<file path="src/rtl/ctr_sched_pkg.sv">
// Shared definitions for the counter scheduler: FSM state encodings and
// default sizing constants.
package ctr_sched_pkg;

  typedef enum logic [1:0] {
    ST_IDLE = 2'd0,
    ST_LOAD = 2'd1,
    ST_RUN  = 2'd2,
    ST_DONE = 2'd3
  } state_t;

  localparam int DEF_N_REQ = 4;
  localparam int DEF_WIDTH = 8;

endpackage

</file>
<file path="src/rtl/ctr_sched_rr_pick.sv">
// Round-robin picker: returns the first asserted request at or above the
// pointer, wrapping past N_REQ-1 back to 0. Purely combinational.
module rr_pick #(
  parameter int N_REQ = 4,
  parameter int IW    = 2
) (
  input  logic [N_REQ-1:0] req,
  input  logic [IW-1:0]    ptr,
  output logic [N_REQ-1:0] pick,
  output logic [IW-1:0]    pick_idx,
  output logic             pick_any
);

  logic [IW:0]   sum;
  logic [IW-1:0] j;

  // Scan N_REQ positions starting at ptr; the first hit wins.
  always_comb begin
    pick     = '0;
    pick_idx = '0;
    pick_any = 1'b0;
    sum      = '0;
    j        = '0;
    for (int k = 0; k < N_REQ; k++) begin
      sum = {1'b0, ptr} + (IW+1)'(k);
      if (sum >= (IW+1)'(N_REQ)) sum = sum - (IW+1)'(N_REQ);
      j = sum[IW-1:0];
      if (!pick_any && req[j]) begin
        pick_any = 1'b1;
        pick[j]  = 1'b1;
        pick_idx = j;
      end
    end
  end

endmodule

</file>
<file path="src/rtl/ctr_sched.sv">
// Counter scheduler: round-robin shares one loadable up-counter among
// N_REQ requesters. Each granted interval runs LOAD -> RUN (len cycles)
// -> DONE. Optional owner abort is compiled in with CTR_SCHED_ABORT_EN.
// Handshake: req is a level held by the client until its done pulse (or,
// with abort enabled, dropped to cancel); grant is one-hot and held from
// LOAD through DONE; done is a single-cycle pulse during DONE.
module ctr_sched
  import ctr_sched_pkg::*;
#(
  parameter int N_REQ = DEF_N_REQ,
  parameter int WIDTH = DEF_WIDTH
) (
  input  logic                   clk,
  input  logic                   rst_n,
  input  logic [N_REQ-1:0]       req,
  input  logic [N_REQ*WIDTH-1:0] req_len,
  output logic [N_REQ-1:0]       grant,
  output logic [N_REQ-1:0]       done,
  output logic                   busy,
  output logic                   ctr_load,
  output logic [WIDTH-1:0]       ctr_load_value,
  output logic                   ctr_en,
  input  logic [WIDTH-1:0]       ctr_count
);

  localparam int IW = (N_REQ > 1) ? $clog2(N_REQ) : 1;

  state_t           state;
  logic [IW-1:0]    owner;
  logic [IW-1:0]    rr_ptr;
  logic [IW-1:0]    next_ptr;
  logic [WIDTH-1:0] len;
  logic [WIDTH-1:0] len_m1;
  logic [WIDTH-1:0] pick_len;
  logic [N_REQ-1:0] pick;
  logic [IW-1:0]    pick_idx;
  logic             pick_any;
  logic             abort;

  rr_pick #(.N_REQ(N_REQ), .IW(IW)) u_pick (
    .req      (req),
    .ptr      (rr_ptr),
    .pick     (pick),
    .pick_idx (pick_idx),
    .pick_any (pick_any)
  );

`ifdef CTR_SCHED_ABORT_EN
  logic owner_req;
  assign owner_req = req[owner];
  assign abort     = !owner_req;
`else
  assign abort = 1'b0;
`endif

  assign len_m1         = len - WIDTH'(1);
  assign next_ptr       = (owner == IW'(N_REQ-1)) ? '0 : owner + IW'(1);
  assign ctr_load_value = '0;
  // Enable is decoded from state and the counter value only, never from req.
  assign ctr_en         = (state == ST_RUN) && (ctr_count != len_m1);

  // Select the winning requester's length slice (pick is one-hot).
  always_comb begin
    pick_len = '0;
    for (int i = 0; i < N_REQ; i++) begin
      if (pick[i]) pick_len = req_len[i*WIDTH +: WIDTH];
    end
  end

  // Scheduler FSM with registered grant/done/busy/load outputs.
  always_ff @(posedge clk or negedge rst_n) begin
    if (!rst_n) begin
      state    <= ST_IDLE;
      owner    <= '0;
      rr_ptr   <= '0;
      len      <= '0;
      grant    <= '0;
      done     <= '0;
      busy     <= 1'b0;
      ctr_load <= 1'b0;
    end else begin
      done     <= '0;
      ctr_load <= 1'b0;
      case (state)
        ST_IDLE: begin
          if (pick_any) begin
            owner    <= pick_idx;
            len      <= pick_len;
            grant    <= pick;
            busy     <= 1'b1;
            ctr_load <= 1'b1;
            state    <= ST_LOAD;
          end
        end
        ST_LOAD: begin
          if (abort) begin
            grant  <= '0;
            busy   <= 1'b0;
            rr_ptr <= next_ptr;
            state  <= ST_IDLE;
          end else if (len != '0) begin
            state <= ST_RUN;
          end else begin
            done  <= grant;
            state <= ST_DONE;
          end
        end
        ST_RUN: begin
          if (abort) begin
            grant  <= '0;
            busy   <= 1'b0;
            rr_ptr <= next_ptr;
            state  <= ST_IDLE;
          end else if (ctr_count == len_m1) begin
            done  <= grant;
            state <= ST_DONE;
          end
        end
        ST_DONE: begin
          grant  <= '0;
          busy   <= 1'b0;
          rr_ptr <= next_ptr;
          state  <= ST_IDLE;
        end
        default: state <= ST_IDLE;
      endcase
    end
  end

endmodule

</file>
<file path="config.mk">
export PLATFORM = sky130hd
export DESIGN_NAME = ctr_sched
export DESIGN_NICKNAME = d
export VERILOG_FILES = /design/src/rtl/ctr_sched_pkg.sv /design/src/rtl/ctr_sched_rr_pick.sv /design/src/rtl/ctr_sched.sv
export SDC_FILE = /design/constraint.sdc
export NUM_CORES = 1
export LEC_CHECK = 0
export ABC_CLOCK_PERIOD_IN_PS = 3750
export CORE_UTILIZATION = 48
export CTS_CLUSTER_SIZE = 24
export DETAILED_ROUTE_END_ITERATION = 12
export MAX_ROUTING_LAYER = met4
export PLACE_DENSITY = 0.81
export SYNTH_ARGS = -nofsm -noshare
export SYNTH_HDL_FRONTEND = slang
export SYNTH_SLANG_ARGS = --single-unit
</file>
<file path="constraint.sdc">
create_clock -name clk -period 3.75 [get_ports clk]
set_input_delay 0.375 -clock clk [delete_from_list [all_inputs] [get_ports clk]]
set_output_delay 0.375 -clock clk [all_outputs]
set_load 0.01 [all_outputs]
</file>
### Routed metal per tile, run 1

14 x 14 tiles, from dark blue (low) to red (high), scaled to the fullest tile. Values are wire area over tile area, all layers added.
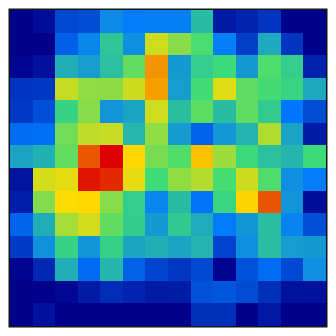
fullest tile: 0.53
tiles over half the peak: 27%
mean over tiles: 0.18

### Placement view, run 1

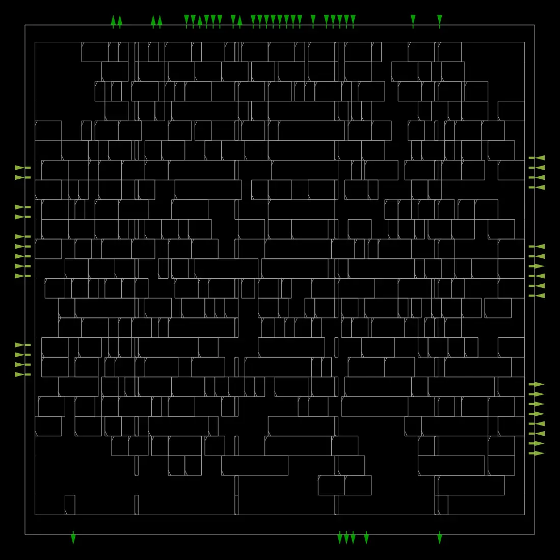
Cell Rows: 24
Placeable Area: 0.004414 mm^2

### Power grid, run 1

Scale bar: 20 um. Pins as bars on the die edge. Tap cells in grey.
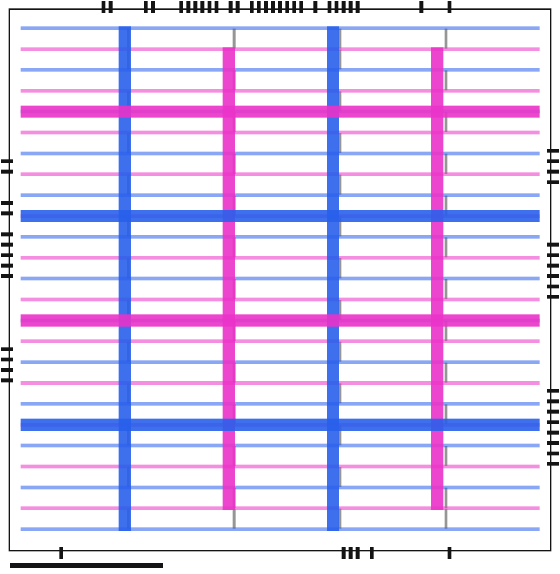
| colour | net |
|---|---|
| magenta | VDD |
| blue | VSS |
tap cells: 52
met1 rails: 25
signal pins: 65
rows: 24

==> out/qor.yml, run 1 <==
run_status:
  outcome: "finished clean"
drt:
  vias_per_cell: 5.958
  antenna_left: 0
  drtIter0Drc: 98
  first_pass_iters: 4
  wirelength_mm: 5.549
  drc: 0
  vias: 2151
  post_drt_wl_per_cell_um: 15.37
critical_path:
  crit_path_max_fanout: 11
  cp_cell_sequence: "inv_1 > ha_1 > mux4_2 > nor2b_4 > a22o_1 > a221o_1 > nor4b_4 > a221oi_1"
  crit_path_start_kind: "flip-flop"
  critical_path.max_stage_delay_ns: 0.65
  cp_slowest_cell: "mux4_2"
  critPathKind: "reg -> reg"
  cp.required_ns: 3.87
  arrival_ns: 3.54
  end_kind: "flip-flop"
place:
  hpwl_mm: 4.367
  gp_congestion: 0.8843
  port_buffers: 56
  pre_cts_slack_ns: 0.3719
sta:
  relSlewSlack_pct: 30.67
  drv_slew: 0
  rsz0062_at_grt: "no"
  finalHoldViolCount: 0
  finClkSkew_ns: 0.006498
  fin_ws_ns: 0.3248
  fmax_ghz: 0.2920
  finalSetupTns_ns: 0
  post-route-period-util_pct: 91.34
  fin_crit_ns: 3.425
  tightestPinTransition_ns: 1.037
clock_network:
  cts_setup_buffers: 0
  cts_tree: "yes"
  cts_max_level: 1
  cts_buffer_depth: 2
  holdBufCountCts: 0
  cts-root-buf: "clkbuf_8"
  clkSinkCount: 24
  path_clk_slew_ns: 0.08
  clkLatencyLatePin_ns: 0.26
floorplan:
  die-area_mm2: 0.004951
  die_w_um: 70.37
  io_pins: 65
  die_h_um: 70.37
  floorplan.core_util_pct: 50.82
finish:
  final_nets: 370
  syn_to_final_growth_pct: 26.38
  layout_top_cells: "56 x clkdlybuf4s50_1, 24 x inv_1, 24 x dfrtp_1, 19 x nor2_1, 18 x nand2_1"
  n_antenna_cell: 0
  mostFrequentLayoutCell: "clkdlybuf4s50_1"
global_route:
  grt_use_total_pct: 23.63
  grt_start_max_net_pins: 25
  grt_use_met3_pct: 4.473
  grt_use_met2_pct: 36.72
  top_usage_layer: "met2"
  grt_pass1_wl_mm: 9.294
  gr-total-overflow: 0
  gr-usage-met1_pct: 31.01
  antenna_found_initial: 0
  grt_pass1_vias: 2036
synth:
  synth-edff-count: 0
  synthArstFlopShare_pct: 100.0
  topCellsByArea: "dfrtp_1 27%, ha_1 7.3%, inv_1 4.0%"
  top_area_cell: "dfrtp_1"
  ys_seq_share_pct: 26.77
  synthCells: 260
  yosys_cells: 260
  ys_types: 53
  yosys-stat-area_mm2: 0.002243
  synth-main-ff-cell: "dfrtp_1"
  syn_area_mm2: 0.002243
  ys_warn_count: 0
power:
  p_per_area_mw_per_mm2: 682.8
  ir_drop_mv: 0.3325
  power.leakage_nw: 1.167
run:
  maxCapViolCount: 0
  log.warning_count: 35
-- run 1: critical path: cells and delay by family (launching register included) --
kind	cells	cell delay (ns)
compound gates	3	0.77
fa+ha+maj	1	0.51
buf+inv	1	0.16
flops	1	0.47
mux	1	0.65
simple gates	2	0.70
-- run 1: registers in the layout, indices dropped and copies added, names as in the netlist --
register  flops
ctr_load      1
state         2
grant         4
done          4
len           8
rr_ptr        2
owner         2
busy          1
-- run 1: cell usage after synthesis, types with 2 or more instances --
library cell / n
dfrtp_1: 24
inv_1: 24
nor2_1: 19
nand2_1: 18
ha_1: 13
a31oi_1: 10
nand2b_1: 9
a221oi_1: 8
a41oi_1: 8
and2_1: 8
buf_4: 8
o21ai_0: 8
clkbuf_1: 7
a22o_1: 6
o2bb2ai_1: 6
or3b_2: 6
a21oi_1: 5
mux2i_1: 5
xnor2_1: 5
nor3_1: 4
nor4_1: 4
o22ai_1: 4
o31ai_1: 4
xor2_1: 4
a211oi_1: 3
buf_2: 3
mux4_2: 3
nor3b_1: 3
buf_6: 2
nand3_1: 2
o21a_1: 2
o21bai_2: 2
or2_2: 2
or3_1: 2
-- run 1: per-layer routing --
metal  part of all wire [%]  routed length [um]
met4                    1.7                  97
met1                     45                2504
met2                     47                2607
met3                    6.1                 340
met5                      0                   0
-- run 1: power breakdown --
| part | leakage, nW | internal (mW) | switching [mW] |
|---|---|---|---|
| sequential | 0.297 | 0.366 | 0.126 |
| clock | 0.0216 | 0.0717 | 0.0758 |
| combinational | 0.849 | 0.591 | 0.706 |
| total | 1.17 | 1.03 | 0.908 |
-- run 1: area by class of cell --
cell class,instances,area [um^2]
timing repair buffer,59,583.1
inverter,25,93.84
tap,52,65.06
sequential,24,600.6
multi-input combinational,198,1451
fill,378,1579
clock buffer,3,41.29
-- run 1: logic make-up after synthesis --
kind of cell             share of synthesized area [%]
adder cells (fa/ha/maj)                          7.251
AND/OR/NAND/NOR                                  22.64
AND-OR/OR-AND                                    24.20
buffers and inverters                            9.704
other                                           0.1672
multiplexers                                     5.744
XOR/XNOR                                         3.513
flip-flops                                       26.77
-- run 1: stage by stage --
step | utilization, % | power, mW | area, um^2 | cells | hold slack (ns)
2_1_floorplan | - | 1.470 | 2270 | 267 | 0.07941
3_3_place_gp | 63.29 | 1.736 | 2794 | 358 | 0.4732
3_5_place_dp | 63.29 | 1.769 | 2794 | 358 | 0.4692
4_1_cts | 64.23 | 1.920 | 2835 | 361 | 0.4865
5_1_grt | 64.23 | 2.107 | 2835 | 361 | 0.5207
6_report | 64.23 | 1.936 | 2835 | 361 | 0.4826
-- run 1: final timing paths --
path                                        from                    end  slack, ns  depth (start not counted)
max                        rr_ptr[1]$_DFFE_PN0N_     len[4]$_DFFE_PN0P_       0.32                          8
min                             busy$_DFFE_PN0P_       busy$_DFFE_PN0P_       0.48                          1
max reg2reg                rr_ptr[1]$_DFFE_PN0N_     len[4]$_DFFE_PN0P_       0.32                          8
min reg2reg                     busy$_DFFE_PN0P_       busy$_DFFE_PN0P_       0.48                          1
max in group asynchronous                  rst_n   owner[0]$_DFFE_PN0P_       2.45                          1
min in group asynchronous                  rst_n  rr_ptr[1]$_DFFE_PN0N_       0.68                          1
### Nets reached from selected ports, run 1

Scale bar: 20 um.
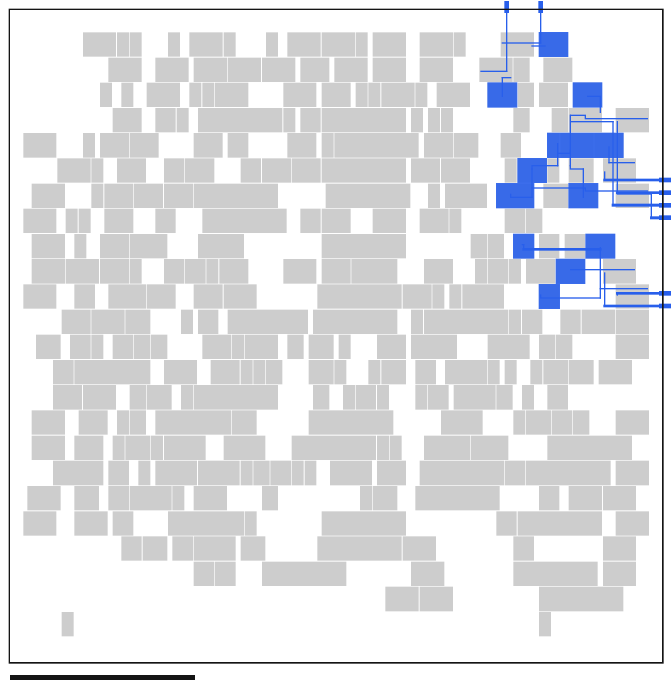

==> inputs of run 2 (changes only) <==
--- a/config.mk
+++ b/config.mk
@@ -6,11 +6,14 @@
 export NUM_CORES = 1
 export LEC_CHECK = 0
 export ABC_CLOCK_PERIOD_IN_PS = 3750
-export CORE_UTILIZATION = 48
+export CELL_PAD_IN_SITES_DETAIL_PLACEMENT = 0
+export CELL_PAD_IN_SITES_GLOBAL_PLACEMENT = 1
+export CORE_MARGIN = 2
+export CORE_UTILIZATION = 35
 export CTS_CLUSTER_SIZE = 24
 export DETAILED_ROUTE_END_ITERATION = 12
 export MAX_ROUTING_LAYER = met4
-export PLACE_DENSITY = 0.81
+export PLACE_DENSITY_LB_ADDON = 0.1
 export SYNTH_ARGS = -nofsm -noshare
 export SYNTH_HDL_FRONTEND = slang
 export SYNTH_SLANG_ARGS = --single-unit
### Nets reached from selected ports, run 2

Scale bar: 20 um.
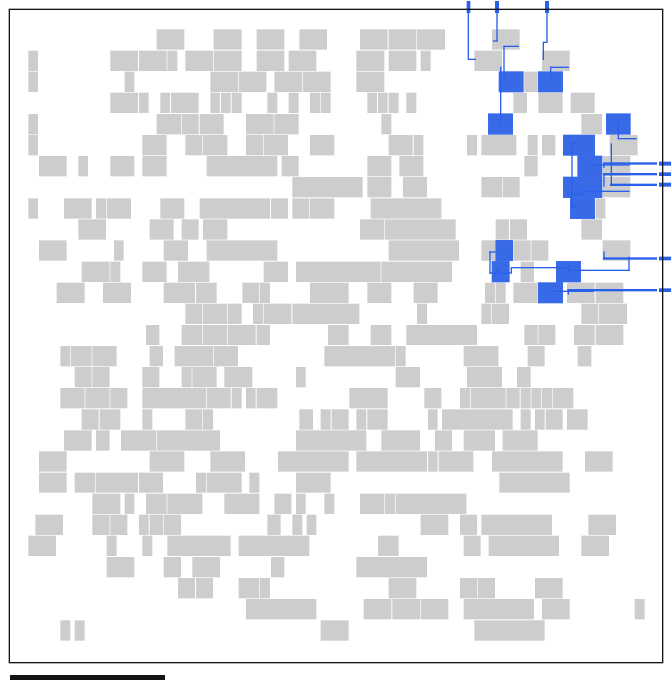
| colour | port | direction | end cells | buffers | wire |
|---|---|---|---|---|---|
| blue | `ctr_count` | input | 13 | 8 | 138 um |
io pins: 65
PortBufs: 56

==> out/qor.yml, run 2 <==
critical_path:
  cp_cell_sequence: "inv_1 > ha_1 > mux4_2 > nor2b_4 > a22o_1 > a221o_1 > nor4b_4 > a221oi_1"  # unchanged
  end_kind: "flip-flop"  # unchanged
  ff2ff_setup_slack_ns: 0.30  # was 0.32 ns
  critPathKind: "reg -> reg"  # unchanged
  worst_r2r_endpoint: "len[3]$_DFFE_PN0P_"  # was len[4]$_DFFE_PN0P_
  crit_path_start_kind: "flip-flop"  # unchanged
  rr_worst_depth: 8  # unchanged
  arrival_ns: 3.56  # was 3.54 ns
  cp_top_family: "AND-OR/OR-AND gates"  # unchanged
  critical_path.max_stage_delay_ns: 0.64  # was 0.65 ns
  critPathBufInv: 1  # unchanged
  cp.required_ns: 3.86  # was 3.87 ns
  cp_slowest_cell: "mux4_2"  # unchanged
  crit_path_max_fanout: 11  # unchanged
clock_network:
  clkSinkCount: 24  # unchanged
  cts-root-buf: "clkbuf_8"  # unchanged
  cts_buffer_depth: 2  # unchanged
  clkLatencyLatePin_ns: 0.27  # was 0.26 ns
  holdBufCountCts: 0  # unchanged
  cts_tree: "yes"  # unchanged
  cts_max_level: 1  # unchanged
  path_clk_slew_ns: 0.09  # was 0.08 ns
finish:
  n_fill_cell: 637  # was 378
  mostFrequentLayoutCell: "clkdlybuf4s50_1"  # unchanged
  largest_reg_flops: 8  # unchanged
  layout_top_cells: "56 x clkdlybuf4s50_1, 24 x inv_1, 24 x dfrtp_1, 19 x nor2_1, 18 x nand2_1"  # unchanged
  largestRegisters: "len x8, done x4, grant x4"  # unchanged
  n_antenna_cell: 0  # unchanged
  final_nets: 370  # unchanged
  top_register: "len"  # unchanged
run:
  log.warning_count: 35  # unchanged
  maxCapViolCount: 0  # unchanged
power:
  power.leakage_nw: 1.181  # was 1.167 nW
  p_per_area_mw_per_mm2: 691.6  # was 682.8 mW/mm^2
  ir_drop_mv: 0.2696  # was 0.3325 mV
sta:
  fmax_ghz: 0.2902  # was 0.2920 GHz
  relSlewSlack_pct: 29.07  # was 30.67%
  finalSetupTns_ns: 0  # unchanged
  fin_crit_ns: 3.446  # was 3.425 ns
  finClkSkew_ns: 0.007450  # was 0.006498 ns
  post-route-period-util_pct: 91.90  # was 91.34%
  rsz0062_at_grt: "no"  # unchanged
drt:
  drc: 0  # unchanged
  wirelength_mm: 5.783  # was 5.549 mm
  drtIter0Drc: 137  # was 98
  post_drt_wl_per_cell_um: 14.94  # was 15.37 um
  first_pass_iters: 4  # unchanged
  vias_per_cell: 5.372  # was 5.958
  antenna_left: 0  # unchanged
synth:
  muxShareOfSynthArea_pct: 5.745  # unchanged
  synth-edff-count: 0  # unchanged
  yosys_cells: 260  # unchanged
  ys_warn_count: 0  # unchanged
  synth-main-ff-cell: "dfrtp_1"  # unchanged
  top_area_cell: "dfrtp_1"  # unchanged
  common_cells: "24 x dfrtp_1, 24 x inv_1, 19 x nor2_1"  # unchanged
  yosys-stat-area_mm2: 0.002243  # unchanged
  topCellsByArea: "dfrtp_1 27%, ha_1 7.3%, inv_1 4.0%"  # unchanged
  synthXorXnorAreaFrac_pct: 3.514  # unchanged
  yosys.area_share.simple_pct: 22.64  # unchanged
  ys_sh_adder_pct: 7.250  # unchanged
  logic_family: "AND-OR/OR-AND gates"  # unchanged
  aoi_share_pct: 24.21  # unchanged
  synthArstFlopShare_pct: 100.0  # unchanged
  ys_types: 53  # unchanged
floorplan:
  floorplan.core_util_pct: 35.74  # was 50.82%
  die-area_mm2: 0.007066  # was 0.004951 mm^2
  core_area_mm2: 0.006277  # was 0.004414 mm^2
  die_h_um: 84.06  # was 70.37 um
  num_rows: 29  # was 24
global_route:
  gr-total-overflow: 0  # unchanged
  grt_use_total_pct: 16.69  # was 23.63%
  grt_pass1_vias: 1961  # was 2036
  antenna_found_initial: 0  # unchanged
  grt_pass1_wl_mm: 9.611  # was 9.294 mm
  grt_start_max_net_pins: 25  # unchanged
worst_hold_path:
  worstHoldEndpoint: "busy$_DFFE_PN0P_"  # unchanged
  min_path_cells: 1  # unchanged
  hold_start: "busy$_DFFE_PN0P_"  # unchanged
run_status:
  outcome: "finished clean"  # unchanged
place:
  hpwl_mm: 4.584  # was 4.367 mm
  gp_congestion: 0.8413  # was 0.8843
### Placed cells, one colour a class, run 2

Fill, decap, tap and diode cells in grey.
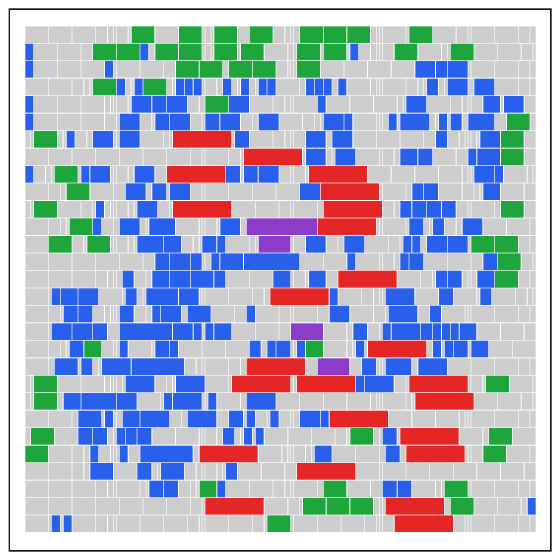
| colour | class | cells |
|---|---|---|
| blue | all other logic | 223 |
| green | other buffers and delay cells | 59 |
| purple | clock drivers and dummy loads | 4 |
| red | flip-flops | 24 |
post-layout util: 46.14%
final non-filler cell area: 0.002897 mm^2

run 2: where the power goes:
group	internal (mW)	switching, mW
registers	0.366	0.125
clock network	0.143	0.0817
logic	0.589	0.699
total	1.10	0.906
run 2: final cells by class:
class,instances,area (um^2),area share [%]
inverter,25,93.84,3.240
multi-input combinational,198,1451,50.11
sequential,24,600.6,20.73
tap,77,96.34,3.326
timing repair buffer,59,583.1,20.13
clock inverter,1,30.03,1.037
clock buffer,3,41.29,1.425
run 2: cell families after synthesis:
group,count (synthesis)
flip-flops,24
multiplexers,9
adder cells (fa/ha/maj),13
AND-OR/OR-AND,72
AND/OR/NAND/NOR,87
XOR/XNOR,9
buffers and inverters,45
other,1
run 2: routing by layer:
layer / track usage (%) / up-vias / wire [um]
met2: 27.56 / 53 / 2832
met3: 0.7913 / 4 / 192
met1: 23.20 / 981 / 2719
met5: - / - / 0
met4: 2.639 / 0 / 39
li1: - / 1041 / -
run 2: how the worst max path moves through the flow:
stage,to,slack [ns],start
6_report,len[3]$_DFFE_PN0P_,0.30,rr_ptr[1]$_DFFE_PN0N_
4_1_cts,len[3]$_DFFE_PN0P_,0.28,rr_ptr[1]$_DFFE_PN0N_
3_5_place_dp,len[3]$_DFFE_PN0P_,0.31,rr_ptr[1]$_DFFE_PN0N_
2_1_floorplan,len[0]$_DFFE_PN0P_,0.57,rr_ptr[0]$_DFFE_PN0N_
3_3_place_gp,len[2]$_DFFE_PN0P_,0.37,rr_ptr[1]$_DFFE_PN0N_
5_1_grt,len[7]$_DFFE_PN0P_,0.02,rr_ptr[1]$_DFFE_PN0N_
run 2: per-stage QoR:
stage	instance area (um^2)	hold WS (ns)	instances	setup WS, ns
CTS	2897	0.4993	387	0.2802
detailed placement	2825	0.4739	383	0.3087
floorplan	2270	0.07941	267	0.5736
global placement	2825	0.4715	383	0.3728
global route	2897	0.5266	387	0.01788
finish	2897	0.4909	387	0.3036
Power is estimated from default activity; no workload was simulated.
